## src/rtl/centroid_acc.sv

```systemverilog
// centroid_acc: streaming batch accumulator for (x, y) points.
// Sums up to K signed points per batch, and with DIV_EN=1 also divides each
// sum by the point count with a bit-serial restoring divider to give the mean.
module centroid_acc #(
    parameter int N      = 8,
    parameter int K      = 3,
    parameter int DIV_EN = 1,
    localparam int DW    = N + 2,
    localparam int CW    = $clog2(K + 1),
    localparam int SW    = N + 2 + $clog2(K)
) (
    input  logic                 clk,
    input  logic                 rst_n,
    input  logic                 in_valid,
    output logic                 in_ready,
    input  logic signed [DW-1:0] in_x,
    input  logic signed [DW-1:0] in_y,
    input  logic                 flush,
    output logic                 out_valid,
    input  logic                 out_ready,
    output logic signed [SW-1:0] out_sx,
    output logic signed [SW-1:0] out_sy,
    output logic signed [DW-1:0] out_mx,
    output logic signed [DW-1:0] out_my,
    output logic        [CW-1:0] out_cnt
);

    localparam int ITW = $clog2(SW + 1);

    typedef enum logic [1:0] {
        ST_ACC = 2'd0,
        ST_DIV = 2'd1,
        ST_OUT = 2'd2
    } state_t;

    state_t                state_q, state_d;
    logic                  in_ready_q, in_ready_d;
    logic signed [SW-1:0]  sx_q, sx_d;
    logic signed [SW-1:0]  sy_q, sy_d;
    logic        [CW-1:0]  cnt_q, cnt_d;
    // Divider: a_* starts as |sum| and shifts into the quotient, r_* is the remainder.
    logic        [SW-1:0]  ax_q, ax_d;
    logic        [SW-1:0]  ay_q, ay_d;
    logic        [CW-1:0]  rx_q, rx_d;
    logic        [CW-1:0]  ry_q, ry_d;
    logic                  neg_x_q, neg_x_d;
    logic                  neg_y_q, neg_y_d;
    logic        [ITW-1:0] it_q, it_d;
    logic signed [SW-1:0]  out_sx_q, out_sx_d;
    logic signed [SW-1:0]  out_sy_q, out_sy_d;
    logic signed [DW-1:0]  out_mx_q, out_mx_d;
    logic signed [DW-1:0]  out_my_q, out_my_d;
    logic        [CW-1:0]  out_cnt_q, out_cnt_d;

    logic                  accept;
    logic                  close;
    logic     [CW+SW-1:0]  step_x;
    logic     [CW+SW-1:0]  step_y;

    function automatic logic signed [SW-1:0] sext(input logic signed [DW-1:0] v);
        return {{(SW-DW){v[DW-1]}}, v};
    endfunction

    function automatic logic [SW-1:0] abs_val(input logic signed [SW-1:0] v);
        logic [SW-1:0] u;
        u = v;
        return v[SW-1] ? (~u) + SW'(1) : u;
    endfunction

    // Restores the sum's sign onto the magnitude quotient (truncation toward zero).
    function automatic logic signed [DW-1:0] apply_sign(input logic [SW-1:0] q, input logic neg);
        logic [SW-1:0] t;
        t = neg ? (~q) + SW'(1) : q;
        return t[DW-1:0];
    endfunction

    // One restoring-division iteration; returns {remainder, shifted dividend/quotient}.
    function automatic logic [CW+SW-1:0] div_step(input logic [SW-1:0] a,
                                                  input logic [CW-1:0] r,
                                                  input logic [CW-1:0] d);
        logic [CW:0]   sh;
        logic [CW:0]   diff;
        logic          qb;
        logic [CW-1:0] rn;
        sh   = {r, a[SW-1]};
        diff = sh - {1'b0, d};
        qb   = (sh >= {1'b0, d});
        rn   = qb ? diff[CW-1:0] : sh[CW-1:0];
        return {rn, a[SW-2:0], qb};
    endfunction

    // Next-state, accumulation, divider step and result capture.
    always_comb begin
        state_d    = state_q;
        in_ready_d = in_ready_q;
        sx_d       = sx_q;
        sy_d       = sy_q;
        cnt_d      = cnt_q;
        ax_d       = ax_q;
        ay_d       = ay_q;
        rx_d       = rx_q;
        ry_d       = ry_q;
        neg_x_d    = neg_x_q;
        neg_y_d    = neg_y_q;
        it_d       = it_q;
        out_sx_d   = out_sx_q;
        out_sy_d   = out_sy_q;
        out_mx_d   = out_mx_q;
        out_my_d   = out_my_q;
        out_cnt_d  = out_cnt_q;
        accept     = 1'b0;
        close      = 1'b0;
        step_x     = div_step(ax_q, rx_q, cnt_q);
        step_y     = div_step(ay_q, ry_q, cnt_q);

        case (state_q)
            ST_ACC: begin
                in_ready_d = 1'b1;
                accept     = in_valid && in_ready_q;
                if (accept) begin
                    sx_d  = sx_q + sext(in_x);
                    sy_d  = sy_q + sext(in_y);
                    cnt_d = cnt_q + CW'(1);
                end
                close = (accept && (cnt_q == CW'(K - 1))) || (flush && (cnt_d != '0));
                if (close) begin
                    in_ready_d = 1'b0;
                    out_sx_d   = sx_d;
                    out_sy_d   = sy_d;
                    out_cnt_d  = cnt_d;
                    out_mx_d   = '0;
                    out_my_d   = '0;
                    ax_d       = abs_val(sx_d);
                    ay_d       = abs_val(sy_d);
                    neg_x_d    = sx_d[SW-1];
                    neg_y_d    = sy_d[SW-1];
                    rx_d       = '0;
                    ry_d       = '0;
                    it_d       = '0;
                    state_d    = (DIV_EN != 0) ? ST_DIV : ST_OUT;
                end
            end
            ST_DIV: begin
                ax_d = step_x[SW-1:0];
                rx_d = step_x[CW+SW-1:SW];
                ay_d = step_y[SW-1:0];
                ry_d = step_y[CW+SW-1:SW];
                it_d = it_q + ITW'(1);
                if (it_q == ITW'(SW - 1)) begin
                    state_d  = ST_OUT;
                    out_mx_d = apply_sign(step_x[SW-1:0], neg_x_q);
                    out_my_d = apply_sign(step_y[SW-1:0], neg_y_q);
                end
            end
            ST_OUT: begin
                if (out_ready) begin
                    state_d    = ST_ACC;
                    in_ready_d = 1'b1;
                    sx_d       = '0;
                    sy_d       = '0;
                    cnt_d      = '0;
                end
            end
            default: begin
                state_d = ST_ACC;
            end
        endcase
    end

    // State and datapath registers; reset discards any batch in flight.
    always_ff @(posedge clk or negedge rst_n) begin
        if (!rst_n) begin
            state_q    <= ST_ACC;
            in_ready_q <= 1'b0;
            sx_q       <= '0;
            sy_q       <= '0;
            cnt_q      <= '0;
            ax_q       <= '0;
            ay_q       <= '0;
            rx_q       <= '0;
            ry_q       <= '0;
            neg_x_q    <= 1'b0;
            neg_y_q    <= 1'b0;
            it_q       <= '0;
            out_sx_q   <= '0;
            out_sy_q   <= '0;
            out_mx_q   <= '0;
            out_my_q   <= '0;
            out_cnt_q  <= '0;
        end else begin
            state_q    <= state_d;
            in_ready_q <= in_ready_d;
            sx_q       <= sx_d;
            sy_q       <= sy_d;
            cnt_q      <= cnt_d;
            ax_q       <= ax_d;
            ay_q       <= ay_d;
            rx_q       <= rx_d;
            ry_q       <= ry_d;
            neg_x_q    <= neg_x_d;
            neg_y_q    <= neg_y_d;
            it_q       <= it_d;
            out_sx_q   <= out_sx_d;
            out_sy_q   <= out_sy_d;
            out_mx_q   <= out_mx_d;
            out_my_q   <= out_my_d;
            out_cnt_q  <= out_cnt_d;
        end
    end

    assign in_ready  = in_ready_q;
    assign out_valid = (state_q == ST_OUT);
    assign out_sx    = out_sx_q;
    assign out_sy    = out_sy_q;
    assign out_mx    = out_mx_q;
    assign out_my    = out_my_q;
    assign out_cnt   = out_cnt_q;

endmodule

```

## config.mk

```make
export PLATFORM = sky130hd
export DESIGN_NAME = centroid_acc
export DESIGN_NICKNAME = d
export VERILOG_FILES = /design/src/rtl/centroid_acc.sv
export SDC_FILE = /design/constraint.sdc
export NUM_CORES = 1
export LEC_CHECK = 0
export CORE_ASPECT_RATIO = 0.7
export CORE_MARGIN = 4
export CORE_UTILIZATION = 45
export CTS_BUF_LIST = sky130_fd_sc_hd__clkbuf_8
export CTS_CLUSTER_SIZE = 28
export DETAILED_ROUTE_END_ITERATION = 7
export PLACE_DENSITY = 0.64
export SLEW_MARGIN = 15
export SYNTH_ARGS = -nofsm -noshare
export SYNTH_HDL_FRONTEND = slang
export SYNTH_SLANG_ARGS = --single-unit
```

## constraint.sdc

```tcl
create_clock -name clk -period 3.8 [get_ports clk]
set_input_delay 0.76 -clock clk [delete_from_list [all_inputs] [get_ports clk]]
set_output_delay 0.76 -clock clk [all_outputs]
set_load 0.03 [all_outputs]
```

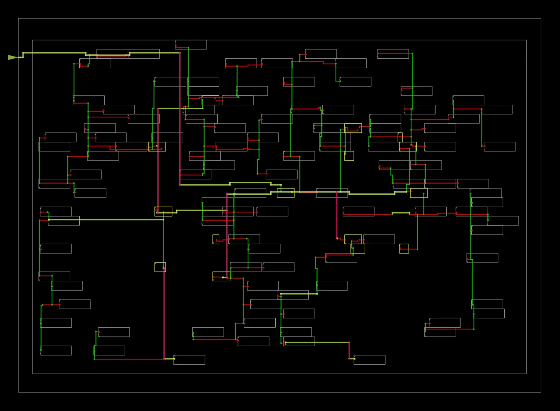
Fig. 1. The clock network.
clock buffer count: 9
insertion delay at the late pin of the worst-skew pair: 380 ps

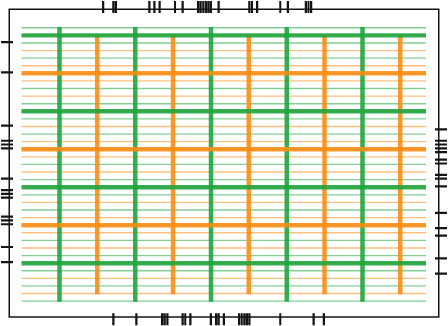
Fig. 2. PDN straps and rails.
Pins as bars on the die edge.
- VDD: orange
- VSS: green
- met5 straps: 7
- rows: 36

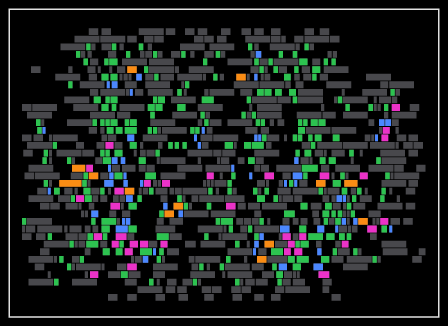
Fig. 3. Selected gate families.
- multiplexers: orange (cells 13; most used mux2i_1)
- AND-OR and OR-AND gates: magenta (cells 33; most used a21o_1)
- inverting AOI/OAI gates: green (cells 217; most used o21ai_0)
- NOR gates: blue (cells 54; most used nor2_1)

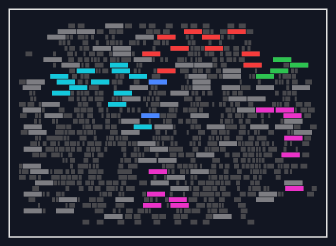
Fig. 4. Register map, names as in the netlist.
- ry_q: blue (placed flops 2)
- it_q: green (placed flops 4; where north-east)
- out_mx: red (placed flops 10)
- ay_q: cyan (placed flops 12)
- out_sx: magenta (placed flops 11)

-- where the power goes --
group	total [mW]	switching, mW	internal (mW)
clock network	0.648	0.411	0.238
logic	4.56	2.68	1.88
registers	2.14	0.482	1.66
total	7.35	3.58	3.77
-- per-layer routing --
metal	global-route usage [%]	vias to the layer above	routed length [um]
li1	-	2772	-
met1	29.1	2754	8130
met2	34.0	135	7900
met3	3.34	16	767
met4	5.73	0	175
met5	0	-	0
-- Yosys cell counts (10+ instances only) --
master    count
nand2_1      83
mux2i_1      10
a21oi_1      32
dfrtp_1     107
inv_1        16
nor2_1       24
a22oi_1      21
ha_1         32
o21ai_0      90
clkbuf_1     23
xor2_1       27
xnor2_1      15
o21ai_1      18
nand3_1      33
nor3_1       12
-- metrics by stage --
stage / power [mW] / instance area [um2] / setup slack [ps] / utilization [%]
floorplan: 5.27 / 6650 / 691 / -
global placement: 6.60 / 7590 / 93.8 / 53.5
detailed placement: 6.71 / 7590 / 5.64 / 53.5
CTS: 7.39 / 7760 / 418 / 54.7
global route: 7.99 / 7760 / 221 / 54.7
finish: 7.35 / 7760 / 423 / 54.7
-- final cells by class --
class,instances,area [um2]
Clock buffer,9,124
Multi-Input combinational cell,551,3690
Tap cell,190,238
Inverter,16,60.1
Clock inverter,6,43.8
Fill cell,1285,6430
Timing Repair Buffer,98,926
Sequential cell,107,2680
-- registers in the layout, indices dropped and copies added, names as in the netlist --
register / flops
ax_q: 12
ay_q: 12
cnt_q: 2
in_ready: 1
it_q: 4
neg_x_q: 1
neg_y_q: 1
out_cnt: 2
out_mx: 10
out_my: 10
out_sx: 11
out_sy: 11
rx_q: 2
ry_q: 2
state_q: 2
sx_q: 12
sy_q: 12
-- cell families after synthesis --
kind of cell	share of synthesized area [%]
AOI/OAI and AO/OA	24.9
xor gates and xnor gates	5.53
adders and majority gates	6.62
buffers and inverters	4.34
DFF	40.2
muxes	2.26
and+or+nand+nor	16.1
-- worst paths after layout --
check,from,to,slack [ps],depth (start not counted)
worst max-delay path,in_y[0],ay_q[10],420,11
worst min-delay path,rst_n,sx_q[7],370,1
worst max register to register,sx_q[0],ax_q[9],790,10
worst min register to register,out_sx[6],out_sx[6],490,2
max in group asynchronous,rst_n,sy_q[2],2560,2
min in group clk,out_sx[6],out_sx[6],490,2
-- critical path, cell delays in order --
cell and delay, ps:
clkdlybuf4s50_1 410, ha_1 250, fa_1 430, a211o_1 340, a2111oi_2 400, o31ai_1 140
a21oi_1 210, xnor2_1 100, mux2i_2 280, a21boi_1 240, o31ai_2 70
==> run_results.csv <==
group,metric,value,unit
synth,synth.cell_area,6650,um2
synth,syn_inst,717,
synth,synth-main-ff-cell,"dfrtp_1",
final_timing,setup_viol,0,
global_routing,overflow,0,
die,rows,36,
synth,yosysCellCount,717,
clock_tree,cts_made_buffers,9,
detailed_routing,drt_first_pass_iters,5,
final_layout,layout_top_cell,"dfrtp_1",
clock_tree,cts_sinks,107,
detailed_routing,wl,17.0,mm
final_timing,hold_viol,0,
worst_setup_path,end_kind,"register",
status,status,"completed",
final_timing,slew_headroom,29.0,%
pwr,irDropWorstVdd,0.000401,V
clock_tree,htreeDepth,3,
placement,dp_cells,962,
worst_setup_path,cp_max_fo,5,
synth,async_reset_ff_share,100,%
pwr,p_leak,3.29,nW
final_timing,clock_skew,9.99,ps
final_layout,final_layout_top_logic_cells,"dfrtp_1, o21ai_0, nand2_1",
final_layout,stdcell_count,977,
worst_setup_path,cp_data_arrival_time,3640,ps
final_timing,fin_crit,3380,ps
detailed_routing,drtAntennaViolNets,0,
placement,dpl.hpwl,12.3,mm
synth,yosysTopAreaCell,"dfrtp_1",
synth,yosys_warnings,0,
clock_tree,cts_resized,0,
global_routing,track_usage,20.8,%
final_timing,holdWs,373,ps
detailed_routing,via_per_inst,5.81,
placement,io_buffers,72,
synth,ys_ff,107,
synth,avgSynthCellArea,9.28,um2
final_timing,max_clock_freq,296,MHz
final_layout,nets,842,
detailed_routing,drc,0,
final_timing,slew_viol_final,0,
clock_tree,clock_path_buffers,2,
global_routing,grt_first_pass_wirelength,28.5,mm
die,die_y,110,um
detailed_routing,wire_per_inst,17.4,um
synth,edf_count,0,
hold_path,hold_path.class,"in -> async",
placement,place.gp.congestion,0.907,
detailed_routing,drt_iter0_drc,412,
worst_setup_path,worst-setup-path-type,"in -> reg",
synth,synth.distinct_cells,82,
synth,synth-area-yosys,6650,um2
synth,synth_top_area_share,40.2,%
clock_tree,cts-root-buf,"clkbuf_8",
clock_tree,cts_hold_buf,0,
global_routing,grt_max_degree,92,
run,warning_count,26,
global_routing,grt_pass1_vias,5653,
final_layout,area_growth,16.6,%
detailed_routing,num_vias,5677,
clock_tree,cts_tree,"done",
die,fp_util,46.9,%
final_layout,antennaDiodeCount,0,
synth,postSynthSeqShare,40.2,%
pwr,pwr_density_cell,948,nW/um2
worst_setup_path,startpoint_type,"input port",
final_timing,timing.final.crit_share,88.9,%
run,drv_cap,0,
global_routing,antenna_found_initial,0,
synth,synth_nets,776,
Power and IR drop assume default switching activity.
